[src/rtl/cpu_pkg.sv]
// Shared definitions for the 5-stage core: forwarding-select codes and the
// MUL/DIV occupancy state type.
package cpu_pkg;

    localparam logic [1:0] FWD_RF  = 2'b00;
    localparam logic [1:0] FWD_MEM = 2'b10;
    localparam logic [1:0] FWD_WB  = 2'b01;

    typedef enum logic {
        RUN     = 1'b0,
        MD_BUSY = 1'b1
    } md_state_t;

endpackage

[src/rtl/pipe_hazard_unit_if.sv]
// Pipeline-state inputs and stage-control outputs of the hazard unit.
// The core side uses the master modport, the hazard unit the slave modport.
interface pipe_hazard_unit_if #(
    parameter int RA_W  = 5,
    parameter int CNT_W = 16
);
    import cpu_pkg::*;

    logic [RA_W-1:0]  id_rs;
    logic [RA_W-1:0]  id_rt;
    logic             id_uses_rs;
    logic             id_uses_rt;
    logic [RA_W-1:0]  ex_rs;
    logic [RA_W-1:0]  ex_rt;
    logic [RA_W-1:0]  ex_dst;
    logic             ex_reg_write;
    logic             ex_mem_read;
    logic             ex_is_muldiv;
    logic [RA_W-1:0]  mem_dst;
    logic             mem_reg_write;
    logic [RA_W-1:0]  wb_dst;
    logic             wb_reg_write;
    logic             branch_taken;
    logic             perf_clr;

    logic             pc_write;
    logic             ifid_write;
    logic             idex_write;
    logic             idex_bubble;
    logic             exmem_bubble;
    logic             ifid_flush;
    logic [1:0]       fwd_a;
    logic [1:0]       fwd_b;
    logic             muldiv_busy;
    logic             muldiv_done;
    logic [CNT_W-1:0] stall_cnt;
    logic [CNT_W-1:0] flush_cnt;
    md_state_t        md_state;

    modport master (
        output id_rs, id_rt, id_uses_rs, id_uses_rt, ex_rs, ex_rt, ex_dst,
               ex_reg_write, ex_mem_read, ex_is_muldiv, mem_dst, mem_reg_write,
               wb_dst, wb_reg_write, branch_taken, perf_clr,
        input  pc_write, ifid_write, idex_write, idex_bubble, exmem_bubble,
               ifid_flush, fwd_a, fwd_b, muldiv_busy, muldiv_done,
               stall_cnt, flush_cnt, md_state
    );

    modport slave (
        input  id_rs, id_rt, id_uses_rs, id_uses_rt, ex_rs, ex_rt, ex_dst,
               ex_reg_write, ex_mem_read, ex_is_muldiv, mem_dst, mem_reg_write,
               wb_dst, wb_reg_write, branch_taken, perf_clr,
        output pc_write, ifid_write, idex_write, idex_bubble, exmem_bubble,
               ifid_flush, fwd_a, fwd_b, muldiv_busy, muldiv_done,
               stall_cnt, flush_cnt, md_state
    );

endinterface

[src/rtl/pipe_fwd_sel.sv]
// Forwarding select for one EX operand; EX/MEM beats MEM/WB and r0 is
// never forwarded.
module pipe_fwd_sel
    import cpu_pkg::*;
#(
    parameter int RA_W = 5
) (
    input  logic            en,
    input  logic [RA_W-1:0] src,
    input  logic            mem_reg_write,
    input  logic [RA_W-1:0] mem_dst,
    input  logic            wb_reg_write,
    input  logic [RA_W-1:0] wb_dst,
    output logic [1:0]      sel
);

    always_comb begin
        sel = FWD_RF;
        if (en) begin
            if (mem_reg_write && (mem_dst != '0) && (mem_dst == src)) begin
                sel = FWD_MEM;
            end else if (wb_reg_write && (wb_dst != '0) && (wb_dst == src)) begin
                sel = FWD_WB;
            end
        end
    end

endmodule

[src/rtl/pipe_hazard_unit.sv]
// Hazard, forwarding and pipeline-control unit: stage enables, bubbles,
// flushes, MUL/DIV occupancy FSM and saturating stall/flush counters.
module pipe_hazard_unit
    import cpu_pkg::*;
#(
    parameter int RA_W   = 5,
    parameter int MD_LAT = 4,
    parameter int CNT_W  = 16
) (
    input  logic              clock,
    input  logic              reset,
    pipe_hazard_unit_if.slave hz
);

    localparam int            CW      = (MD_LAT > 1) ? $clog2(MD_LAT) : 1;
    localparam logic [CW-1:0] MD_LOAD = (MD_LAT > 1) ? CW'(MD_LAT - 2) : '0;

    md_state_t        state_q, state_d;
    logic [CW-1:0]    cnt_q, cnt_d;
    logic [CNT_W-1:0] stall_cnt_q, stall_cnt_d;
    logic [CNT_W-1:0] flush_cnt_q, flush_cnt_d;

    logic md_stall, md_done, load_use, branch_ok;
    logic pc_write, ifid_write, idex_write, idex_bubble, exmem_bubble, ifid_flush;
    logic [1:0] fwd_a, fwd_b;

    // cnt holds the stall cycles still owed after the current one.
    always_comb begin
        state_d  = state_q;
        cnt_d    = cnt_q;
        md_stall = 1'b0;
        md_done  = 1'b0;
        case (state_q)
            RUN: begin
                if (hz.ex_is_muldiv) begin
                    if (MD_LAT > 1) begin
                        md_stall = 1'b1;
                        cnt_d    = MD_LOAD;
                        state_d  = MD_BUSY;
                    end else begin
                        md_done = 1'b1;
                    end
                end
            end
            MD_BUSY: begin
                if (cnt_q != '0) begin
                    md_stall = 1'b1;
                    cnt_d    = cnt_q - 1'b1;
                end else begin
                    md_done = 1'b1;
                    state_d = RUN;
                end
            end
            default: state_d = RUN;
        endcase
    end

    assign load_use = hz.ex_mem_read && (hz.ex_dst != '0) &&
                      ((hz.id_uses_rs && (hz.id_rs == hz.ex_dst)) ||
                       (hz.id_uses_rt && (hz.id_rt == hz.ex_dst)));
    assign branch_ok = reset && hz.branch_taken && !md_stall;

    // Priority: MUL/DIV stall, then taken branch, then load-use.
    always_comb begin
        pc_write     = 1'b1;
        ifid_write   = 1'b1;
        idex_write   = 1'b1;
        idex_bubble  = 1'b0;
        exmem_bubble = 1'b0;
        ifid_flush   = 1'b0;
        if (reset) begin
            if (md_stall) begin
                pc_write     = 1'b0;
                ifid_write   = 1'b0;
                idex_write   = 1'b0;
                exmem_bubble = 1'b1;
            end else if (hz.branch_taken) begin
                ifid_flush  = 1'b1;
                idex_bubble = 1'b1;
            end else if (load_use) begin
                pc_write    = 1'b0;
                ifid_write  = 1'b0;
                idex_bubble = 1'b1;
            end
        end
    end

    always_comb begin
        stall_cnt_d = stall_cnt_q;
        flush_cnt_d = flush_cnt_q;
        if (hz.perf_clr) begin
            stall_cnt_d = '0;
            flush_cnt_d = '0;
        end else begin
            if (!pc_write && (stall_cnt_q != '1)) stall_cnt_d = stall_cnt_q + 1'b1;
            if (branch_ok && (flush_cnt_q != '1)) flush_cnt_d = flush_cnt_q + 1'b1;
        end
    end

    always_ff @(posedge clock) begin
        if (!reset) begin
            state_q     <= RUN;
            cnt_q       <= '0;
            stall_cnt_q <= '0;
            flush_cnt_q <= '0;
        end else begin
            state_q     <= state_d;
            cnt_q       <= cnt_d;
            stall_cnt_q <= stall_cnt_d;
            flush_cnt_q <= flush_cnt_d;
        end
    end

    pipe_fwd_sel #(.RA_W(RA_W)) u_fwd_a (
        .en(reset), .src(hz.ex_rs),
        .mem_reg_write(hz.mem_reg_write), .mem_dst(hz.mem_dst),
        .wb_reg_write(hz.wb_reg_write), .wb_dst(hz.wb_dst), .sel(fwd_a)
    );

    pipe_fwd_sel #(.RA_W(RA_W)) u_fwd_b (
        .en(reset), .src(hz.ex_rt),
        .mem_reg_write(hz.mem_reg_write), .mem_dst(hz.mem_dst),
        .wb_reg_write(hz.wb_reg_write), .wb_dst(hz.wb_dst), .sel(fwd_b)
    );

    assign hz.pc_write     = pc_write;
    assign hz.ifid_write   = ifid_write;
    assign hz.idex_write   = idex_write;
    assign hz.idex_bubble  = idex_bubble;
    assign hz.exmem_bubble = exmem_bubble;
    assign hz.ifid_flush   = ifid_flush;
    assign hz.fwd_a        = fwd_a;
    assign hz.fwd_b        = fwd_b;
    assign hz.muldiv_busy  = reset && md_stall;
    assign hz.muldiv_done  = reset && md_done;
    assign hz.stall_cnt    = stall_cnt_q;
    assign hz.flush_cnt    = flush_cnt_q;
    assign hz.md_state     = state_q;

endmodule

[src/flat_wrapper.sv]
// flat-port wrapper written by rule: the top's interface ports become plain ports
module pipe_hazard_unit_flat import cpu_pkg::*;
#(
    parameter int RA_W   = 5,
    parameter int MD_LAT = 4,
    parameter int CNT_W  = 16
)
  (clock, reset, hz_id_rs, hz_id_rt, hz_id_uses_rs, hz_id_uses_rt, hz_ex_rs, hz_ex_rt, hz_ex_dst, hz_ex_reg_write, hz_ex_mem_read, hz_ex_is_muldiv, hz_mem_dst, hz_mem_reg_write, hz_wb_dst, hz_wb_reg_write, hz_branch_taken, hz_perf_clr, hz_pc_write, hz_ifid_write, hz_idex_write, hz_idex_bubble, hz_exmem_bubble, hz_ifid_flush, hz_fwd_a, hz_fwd_b, hz_muldiv_busy, hz_muldiv_done, hz_stall_cnt, hz_flush_cnt, hz_md_state);
  pipe_hazard_unit_if #(.RA_W(RA_W), .CNT_W(CNT_W)) hz_i ();
  input  logic clock;
  input  logic reset;
  input wire logic [$bits(hz_i.id_rs)-1:0] hz_id_rs;
  input wire logic [$bits(hz_i.id_rt)-1:0] hz_id_rt;
  input wire logic [$bits(hz_i.id_uses_rs)-1:0] hz_id_uses_rs;
  input wire logic [$bits(hz_i.id_uses_rt)-1:0] hz_id_uses_rt;
  input wire logic [$bits(hz_i.ex_rs)-1:0] hz_ex_rs;
  input wire logic [$bits(hz_i.ex_rt)-1:0] hz_ex_rt;
  input wire logic [$bits(hz_i.ex_dst)-1:0] hz_ex_dst;
  input wire logic [$bits(hz_i.ex_reg_write)-1:0] hz_ex_reg_write;
  input wire logic [$bits(hz_i.ex_mem_read)-1:0] hz_ex_mem_read;
  input wire logic [$bits(hz_i.ex_is_muldiv)-1:0] hz_ex_is_muldiv;
  input wire logic [$bits(hz_i.mem_dst)-1:0] hz_mem_dst;
  input wire logic [$bits(hz_i.mem_reg_write)-1:0] hz_mem_reg_write;
  input wire logic [$bits(hz_i.wb_dst)-1:0] hz_wb_dst;
  input wire logic [$bits(hz_i.wb_reg_write)-1:0] hz_wb_reg_write;
  input wire logic [$bits(hz_i.branch_taken)-1:0] hz_branch_taken;
  input wire logic [$bits(hz_i.perf_clr)-1:0] hz_perf_clr;
  output wire logic [$bits(hz_i.pc_write)-1:0] hz_pc_write;
  output wire logic [$bits(hz_i.ifid_write)-1:0] hz_ifid_write;
  output wire logic [$bits(hz_i.idex_write)-1:0] hz_idex_write;
  output wire logic [$bits(hz_i.idex_bubble)-1:0] hz_idex_bubble;
  output wire logic [$bits(hz_i.exmem_bubble)-1:0] hz_exmem_bubble;
  output wire logic [$bits(hz_i.ifid_flush)-1:0] hz_ifid_flush;
  output wire logic [$bits(hz_i.fwd_a)-1:0] hz_fwd_a;
  output wire logic [$bits(hz_i.fwd_b)-1:0] hz_fwd_b;
  output wire logic [$bits(hz_i.muldiv_busy)-1:0] hz_muldiv_busy;
  output wire logic [$bits(hz_i.muldiv_done)-1:0] hz_muldiv_done;
  output wire logic [$bits(hz_i.stall_cnt)-1:0] hz_stall_cnt;
  output wire logic [$bits(hz_i.flush_cnt)-1:0] hz_flush_cnt;
  output wire logic [$bits(hz_i.md_state)-1:0] hz_md_state;
  assign hz_i.id_rs = hz_id_rs;
  assign hz_i.id_rt = hz_id_rt;
  assign hz_i.id_uses_rs = hz_id_uses_rs;
  assign hz_i.id_uses_rt = hz_id_uses_rt;
  assign hz_i.ex_rs = hz_ex_rs;
  assign hz_i.ex_rt = hz_ex_rt;
  assign hz_i.ex_dst = hz_ex_dst;
  assign hz_i.ex_reg_write = hz_ex_reg_write;
  assign hz_i.ex_mem_read = hz_ex_mem_read;
  assign hz_i.ex_is_muldiv = hz_ex_is_muldiv;
  assign hz_i.mem_dst = hz_mem_dst;
  assign hz_i.mem_reg_write = hz_mem_reg_write;
  assign hz_i.wb_dst = hz_wb_dst;
  assign hz_i.wb_reg_write = hz_wb_reg_write;
  assign hz_i.branch_taken = hz_branch_taken;
  assign hz_i.perf_clr = hz_perf_clr;
  assign hz_pc_write = hz_i.pc_write;
  assign hz_ifid_write = hz_i.ifid_write;
  assign hz_idex_write = hz_i.idex_write;
  assign hz_idex_bubble = hz_i.idex_bubble;
  assign hz_exmem_bubble = hz_i.exmem_bubble;
  assign hz_ifid_flush = hz_i.ifid_flush;
  assign hz_fwd_a = hz_i.fwd_a;
  assign hz_fwd_b = hz_i.fwd_b;
  assign hz_muldiv_busy = hz_i.muldiv_busy;
  assign hz_muldiv_done = hz_i.muldiv_done;
  assign hz_stall_cnt = hz_i.stall_cnt;
  assign hz_flush_cnt = hz_i.flush_cnt;
  assign hz_md_state = hz_i.md_state;
  pipe_hazard_unit #(.RA_W(RA_W), .MD_LAT(MD_LAT), .CNT_W(CNT_W)) u_core (.clock(clock), .reset(reset), .hz(hz_i));
endmodule
[config.mk]
export PLATFORM = sky130hd
export DESIGN_NAME = pipe_hazard_unit_flat
export DESIGN_NICKNAME = d
export VERILOG_FILES = /design/src/rtl/cpu_pkg.sv /design/src/rtl/pipe_hazard_unit_if.sv /design/src/rtl/pipe_fwd_sel.sv /design/src/rtl/pipe_hazard_unit.sv /design/src/flat_wrapper.sv
export SDC_FILE = /design/constraint.sdc
export NUM_CORES = 1
export LEC_CHECK = 0
export CAP_MARGIN = 20
export CORE_ASPECT_RATIO = 0.8
export CORE_MARGIN = 4
export CORE_UTILIZATION = 45
export CTS_CLUSTER_DIAMETER = 30
export DETAILED_ROUTE_END_ITERATION = 8
export GPL_TIMING_DRIVEN = 0
export PLACE_DENSITY = 0.84
export SKIP_LAST_GASP = 1
export SYNTH_ARGS = -nofsm -noshare
export SYNTH_HDL_FRONTEND = slang
export SYNTH_SLANG_ARGS = --single-unit
[constraint.sdc]
create_clock -name clock -period 3 [get_ports clock]
set_input_delay 0.6 -clock clock [delete_from_list [all_inputs] [get_ports clock]]
set_output_delay 0.6 -clock clock [all_outputs]
set_load 0.05 [all_outputs]
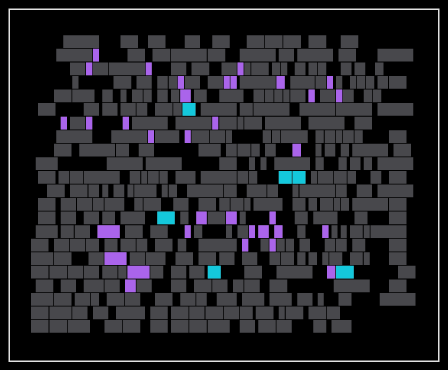
(run_1/gates.png)
legend:
  cyan:
    family: non-inverting ao/oa cells
    cells: 6
    where: middle
  purple:
    family: nor cells
    cells: 34

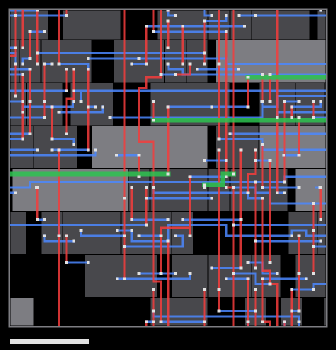
(run_1/closeup.png)
Scale bar: 5 um. Region (33, 39) to (53, 59) um. Cells in gray, sequential cells in the stronger gray; small squares are vias.
legend:
  red:
    layer: M2
  blue:
    layer: M1
  green:
    layer: M3
sequential cells in the window: 4
most frequent: nor2_1 (6), clkdlybuf4s50_1 (5), dfxtp_1 (4)
cells with their middle in the window: 41
netlist names of flops here include: `u_core.hz.flush_cnt` (2), `u_core.hz.stall_cnt` (2)

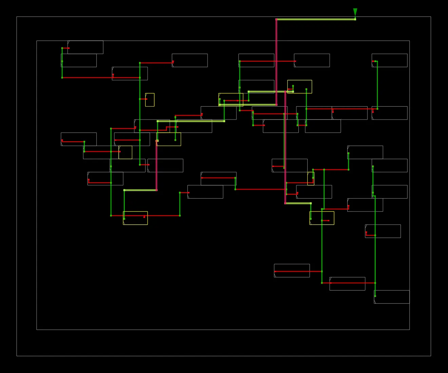
(run_1/clock_nets.png)
Clock Skew: 0.0144 ns
Worst-Skew Late Latency: 0.30 ns

==> impl_metrics.csv, run 1 <==
group,metric,value,unit
status,status,"complete, no violations",
yosys,aoi_share,13.6,%
yosys,adder_share,1.72,%
yosys,ys.flop_type,"dfxtp_1",
route,ant_nets,0,
power_and_ir_drop,power_frac_comb,22.0,%
placement,io_buffers,89,
placement,gp_congestion,0.814,
timing,rsz0062_at_grt,"yes",
cts,cts_tree,"yes",
route,drtIter0Drc,136,
cells_and_area,final_nets,411,
power_and_ir_drop,peakVddDrop,0.188,mV
hold_path,hp-start,"u_core.cnt_q[1]",
yosys,mux_area_share,0.918,%
cells_and_area,final_layout_size_suffix_gt1_share,8.82,%
timing,fin_crit_sh,97.7,%
floorplan,die_x,85.8,um
route,drt_drc_violations_left,0,
route,via_per_inst,5.38,
yosys,synth-edff-count,0,
route,wl_met2,2830,um
timing,tns,0,ns
timing,finalHoldViolations,0,
floorplan,die-area,6030,um^2
floorplan,core,4620,um^2
timing,worst_pin_slew,0.535,ns
route,vias,2277,
floorplan,initial_utilization,47.2,%
yosys,ys_ff,35,
hold_path,whs_endpoint,"u_core.cnt_q[1]",
cts,clock_sinks,35,
yosys,yosys_cells,265,
timing,layout_min_cycle_time,2.93,ns
route,wl_met1,2660,um
timing,setup_ws,0.0677,ns
timing,finalSetupViolCount,0,
cts,cts_root_buf,"clkbuf_8",
worst_setup_path,crit_family,"buffers and inverters",
yosys,top_cell_area_share,32.1,%
cts,clockBufferDepth,2,
yosys,synth_area,2180,um^2
timing,slew_headroom,64.2,%
yosys,syn-num-nets,314,
placement,post-dp-hpwl,4660,um
grt,grt_pass1_vias,2082,
grt,overflow,0,
power_and_ir_drop,p_int,744,uW
power_and_ir_drop,p_leak,1.19,nW
yosys,simple_gate_share,30.2,%
power_and_ir_drop,p_per_area,316,nW/um^2
worst_setup_path,slowest_delay,0.51,ns
worst_setup_path,cp_max_fo,4,
cells_and_area,areaGrowthSynthToFinish,51.5,%
worst_setup_path,cp.depth,6,
floorplan,fp-row-count,22,
hold_path,worstHoldPathCells,2,
yosys,ys_seq_share,32.1,%
floorplan,die_height,70.3,um
yosys,yosys_warnings,0,
yosys,synthTopLogicFamily,"simple AND/OR/NAND/NOR gates",
## run 1: power groups by stage
stage          clock network (mW)  logic (mW)  registers, mW
2_1_floorplan                   0       0.114          0.489
3_3_place_gp                    0       0.226          0.482
3_5_place_dp                    0       0.229          0.482
4_1_cts                     0.350       0.226          0.472
5_1_grt                     0.371       0.246          0.472
6_report                    0.343       0.230          0.472
## run 1: placed cells by master (no fill, tap or decap), types with 4 or more instances in the layout
| cell type | instances |
|---|---|
| o21a_1 | 4 |
| buf_4 | 5 |
| dlymetal6s2s_1 | 8 |
| clkdlybuf4s50_1 | 71 |
| nor2_1 | 22 |
| inv_1 | 8 |
| dfxtp_1 | 35 |
| nor3_1 | 4 |
| o211ai_1 | 5 |
| nand4_1 | 11 |
| clkbuf_1 | 4 |
| nand3_1 | 13 |
| o21ai_0 | 8 |
| nand2_1 | 18 |
| a21oi_1 | 13 |
| and2_1 | 7 |
| or4_1 | 11 |
| clkbuf_8 | 5 |
| o21ai_1 | 4 |
| and4_1 | 5 |
| xor2_1 | 19 |
| xnor2_1 | 24 |
| or3_1 | 8 |
| and3_1 | 4 |
## run 1: Yosys cell counts (all sizes together), types with 7 or more instances
library cell  instances
nand4                11
o21ai                14
inv                   8
or4                  13
nand2                18
or3                   8
nand3                13
xnor2                24
nor2                 22
dfxtp                35
and2                  7
xor2                 19
a21oi                13
## run 1: layer usage
| metal | track usage, % | vias to the layer above |
|---|---|---|
| met3 | 4.36 | 8 |
| met4 | 5.27 | 0 |
| met5 | 0 | - |
| met2 | 31.8 | 58 |
| li1 | - | 1150 |
| met1 | 24.4 | 1061 |
## run 1: final cells by class
cell class	instances	area, um^2
fillers	380	1320
multi-input cells	213	1440
repair buffers	90	906
flip-flops and latches	35	701
clock inverters	2	12.5
plain buffers	9	68.8
clock buffers	6	72.6
inverters	8	30.0
well taps	60	75.1
## run 1: through the flow
step / total power [mW] / std cells / hold slack, ns / utilization [%] / area [um^2]
2_1_floorplan: 0.603 / 265 / 0.442 / - / 2210
3_3_place_gp: 0.708 / 414 / 0.454 / 68.6 / 3170
3_5_place_dp: 0.711 / 414 / 0.463 / 68.6 / 3170
4_1_cts: 1.05 / 422 / 0.471 / 70.1 / 3240
5_1_grt: 1.09 / 423 / 0.499 / 71.4 / 3300
6_report: 1.04 / 423 / 0.466 / 71.4 / 3300
## run 1: what timing repair did
action / CTS / global route
resized: 41 / 19
hold endpoints to repair: 0 / 0
hold buffers: 0 / 0
setup buffers: 0 / 1
pin swaps: 1 / 4
setup endpoints to repair: 11 / 6
## run 1: sequential cells by signal, indices dropped and copies added, names as in the netlist
| signal | flops |
|---|---|
| u_core.hz.flush_cnt | 16 |
| u_core.hz.md_state | 1 |
| u_core.cnt_q | 2 |
| u_core.hz.stall_cnt | 16 |
## run 1: how the worst max path moves through the flow
stage | from | endpoint | slack, ns
global route | reset | hz_fwd_a[0] | -0.03
global placement | reset | hz_fwd_a[0] | -0.74
floorplan | reset | hz_fwd_a[0] | 0.004
finish | hz_ex_dst[2] | hz_pc_write | 0.07
CTS | reset | hz_fwd_a[0] | -0.09
detailed placement | reset | hz_fwd_a[0] | -0.79
==> run 2: changes to the inputs <==
Settings changed: HOLD_SLACK_MARGIN set to 0.1.
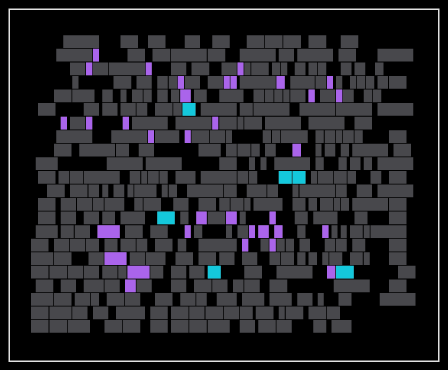
(run_2/gates.png)
legend:
  cyan:
    family: non-inverting ao/oa cells
    cells: 6
    where: middle
  purple:
    family: nor cells
    cells: 34
Post-Layout Cell Count: 423
most used logic cell in the final layout: clkdlybuf4s50_1
logic share of the area: 43.5%

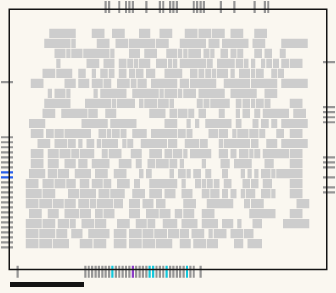
(run_2/pinout.png)
Scale bar: 20 um. Pins as bars across the die edge, other pins in gray.
legend:
  blue:
    port: `hz_fwd_a`
    pins: 2
    direction: output
    edge: left
  purple:
    port: `hz_idex_bubble`
    pins: 1
    direction: output
    edge: bottom
  cyan:
    port: `hz_id_rs`
    pins: 5
    direction: input
    edge: bottom

==> run 2 against run 1 <==
- synthesized cell count is the same
- fmax is the same
- combinational power is essentially flat
- clock power is essentially flat
- via count is the same
- core utilization is the same
- critical path depth is the same
- global-route usage is the same
- worst setup slack is the same
- sequential share of layout area is the same
==> impl_metrics.csv, run 2 <==
group,metric,value,unit
power_and_ir_drop,p_total,1.04,mW
floorplan,core,4620,um^2
yosys,ys.flop_type,"dfxtp_1",
timing,clock-skew-final,0.0144,ns
cells_and_area,diodes,0,
yosys,aoi_share,13.6,%
yosys,mux_area_share,0.918,%
cts,cts_tree,"yes",
timing,finalSetupViolCount,0,
power_and_ir_drop,p_leak,1.19,nW
timing,clock.fmax,341,MHz
timing,rsz0062_at_grt,"yes",
cts,clockBufferDepth,2,
route,drt_drc_violations_left,0,
yosys,yosys_warnings,0,
floorplan,die-area,6030,um^2
floorplan,io_pins,91,
grt,overflow,0,
cells_and_area,final_nets,411,
timing,finalMaxSlewViolations,0,
floorplan,fp-row-count,22,
flow_run,warnings,29,
hold_path,hp-start,"u_core.cnt_q[1]",
floorplan,die_height,70.3,um
yosys,syn-num-nets,314,
placement,post-dp-hpwl,4660,um
cts,clock_latency,0.30,ns
cells_and_area,fin_area,3300,um^2
route,first_pass_iters,4,
cts,cts_root_buf,"clkbuf_8",
yosys,simple_gate_share,30.2,%
route,ant_nets,0,
yosys,synth_top_cell_by_count,"dfxtp_1",
cts,clock_sinks,35,
worst_setup_path,reg2reg_from,"u_core.hz.stall_cnt[0]",
timing,layout_min_cycle_time,2.93,ns
hold_path,whs_endpoint,"u_core.cnt_q[1]",
yosys,synth-edff-count,0,
power_and_ir_drop,peakVddDrop,0.188,mV
cts,numCtsBuffers,5,
worst_setup_path,crit_type,"in -> out",
worst_setup_path,cp.arrival,2.33,ns
placement,io_buffers,89,
cells_and_area,lay_top_cells,"71 x clkdlybuf4s50_1, 35 x dfxtp_1, 24 x xnor2_1",
yosys,adder_share,1.72,%
yosys,yosys_area,2180,um^2
yosys,common_cells,"35 x dfxtp_1, 24 x xnor2_1, 22 x nor2_1, 19 x xor2_1, 18 x nand2_1",
power_and_ir_drop,p_int,744,uW
route,vias,2277,
placement,placed_cells,414,
yosys,synthTopCellsByArea,"dfxtp_1 32%, xnor2_1 9.6%, xor2_1 7.6%",
placement,placed_area,3170,um^2
yosys,ys_ff,35,
power_and_ir_drop,clkPwrFrac,32.8,%
yosys,synthArstFlopShare,0,%
cells_and_area,areaGrowthSynthToFinish,51.5,%
route,wl_per_cell,13.8,um
worst_setup_path,cp_max_fo,4,
worst_setup_path,r2r-end,"u_core.hz.stall_cnt[1]",
route,via_per_inst,5.38,
floorplan,die_x,85.8,um
yosys,synthTopLogicFamily,"simple AND/OR/NAND/NOR gates",
worst_setup_path,endpoint_kind,"output pin",
yosys,syn_avg_cell_area,8.23,um^2
grt,grt_max_degree,12,
floorplan,initial_utilization,47.2,%
power_and_ir_drop,seqPwrFrac,45.1,%
hold_path,worstHoldPathCells,2,
cts,ctsHtreeMaxLevel,2,
power_and_ir_drop,power_frac_comb,22.0,%
placement,gp_congestion,0.814,
timing,worst_pin_slew,0.535,ns
yosys,top_area_cell,"dfxtp_1",
grt,grt_pass1_vias,2082,
power_and_ir_drop,p_per_area,316,nW/um^2
timing,fin_crit_sh,97.7,%
hold_path,holdCritPathClass,"reg -> reg",
worst_setup_path,ff2ff_setup_slack,0.78,ns
status,status,"complete, no violations",
grt,antenna_found_initial,0,
route,routed_wl,5840,um
power_and_ir_drop,net-switching-power,301,uW
flow_run,maxCapViolCount,0,
worst_setup_path,crit_required,2.40,ns
yosys,syn_inst,265,
timing,finalHoldViolations,0,
yosys,synth_area,2180,um^2
power_and_ir_drop,swShare,28.8,%
yosys,top_cell_area_share,32.1,%
grt,grt_usage,19.0,%
yosys,ys_seq_share,32.1,%
yosys,yosysUniqueCellTypes,39,
yosys,yosys_cells,265,
worst_setup_path,r2r_cells,9,
yosys,xor_area_share,17.3,%
cells_and_area,final_layout_size_suffix_gt1_share,8.82,%
cts,path_clk_slew,0.07,ns
timing,slew_headroom,64.2,%
worst_setup_path,critPathLaunchType,"input pin",
grt,grt_pass1_wl,9390,um
route,drtIter0Drc,136,
==> run 2: cell counts in the layout (fill, tap and decap cells not counted) <==
No cell type changed its count.
==> run 2: how the worst max path moves through the flow <==
stage,from,to,slack (ns),depth (start not counted)
2_1_floorplan,reset,hz_fwd_a[0],0.004,4
3_3_place_gp,reset,hz_fwd_a[0],-0.74,6
3_5_place_dp,reset,hz_fwd_a[0],-0.79,6
4_1_cts,reset,hz_fwd_a[0],-0.09,6
5_1_grt,reset,hz_fwd_a[0],-0.03,6
6_report,hz_ex_dst[2],hz_pc_write,0.07,6
==> run 2: repair_timing <==
action	in CTS	in global routing
hold buffers	0	0
setup endpoints to repair	11	6
pin swaps	1	4
gates resized	41	19
setup buffers	0	1
==> run 2: per-layer routing <==
layer	track usage [%]	wire length, um
met5	0	0
met4	5.27	69
met3	4.36	283
met2	31.8	2830
met1	24.4	2660
==> run 2: worst max-delay path, stage by stage <==
cell	delay (ns)
clkdlybuf4s50_1	0.47
or4_4	0.51
o21a_1	0.22
a31oi_4	0.23
buf_4	0.14
buf_6	0.15
==> run 2: logic make-up after synthesis <==
logic type               count (synthesis)
multiplexers                             2
AND-OR/OR-AND                           46
buffers and inverters                   17
flip-flops                              35
XOR/XNOR                                43
AND/OR/NAND/NOR                        119
adder cells (fa/ha/maj)                  3
==> run 2: cell type report <==
type                    instances  area, um^2
plain buffers                   9        68.8
clock buffers                   6        72.6
clock inverters                 2        12.5
fillers                       380        1320
inverters                       8        30.0
multi-input cells             213        1440
flip-flops and latches         35         701
well taps                      60        75.1
repair buffers                 90         906
==> run 2: power by group through the flow <==
stage	Clock, mW	Sequential (mW)	Combinational (mW)
floorplan	0	0.489	0.114
global placement	0	0.482	0.226
detailed placement	0	0.482	0.229
CTS	0.350	0.472	0.226
global route	0.371	0.472	0.246
finish	0.343	0.472	0.230
==> run 2: through the flow <==
stage	worst slack, ns	hold slack (ns)	TNS, ns	utilization, %
floorplan	0.00393	0.442	0	-
global placement	-0.739	0.454	-4.18	68.6
detailed placement	-0.787	0.463	-4.40	68.6
CTS	-0.0936	0.471	-0.0936	70.1
global route	-0.0267	0.499	-0.0408	71.4
finish	0.0677	0.466	0	71.4
No activity file was given, so power comes from the tool's default toggle rates.
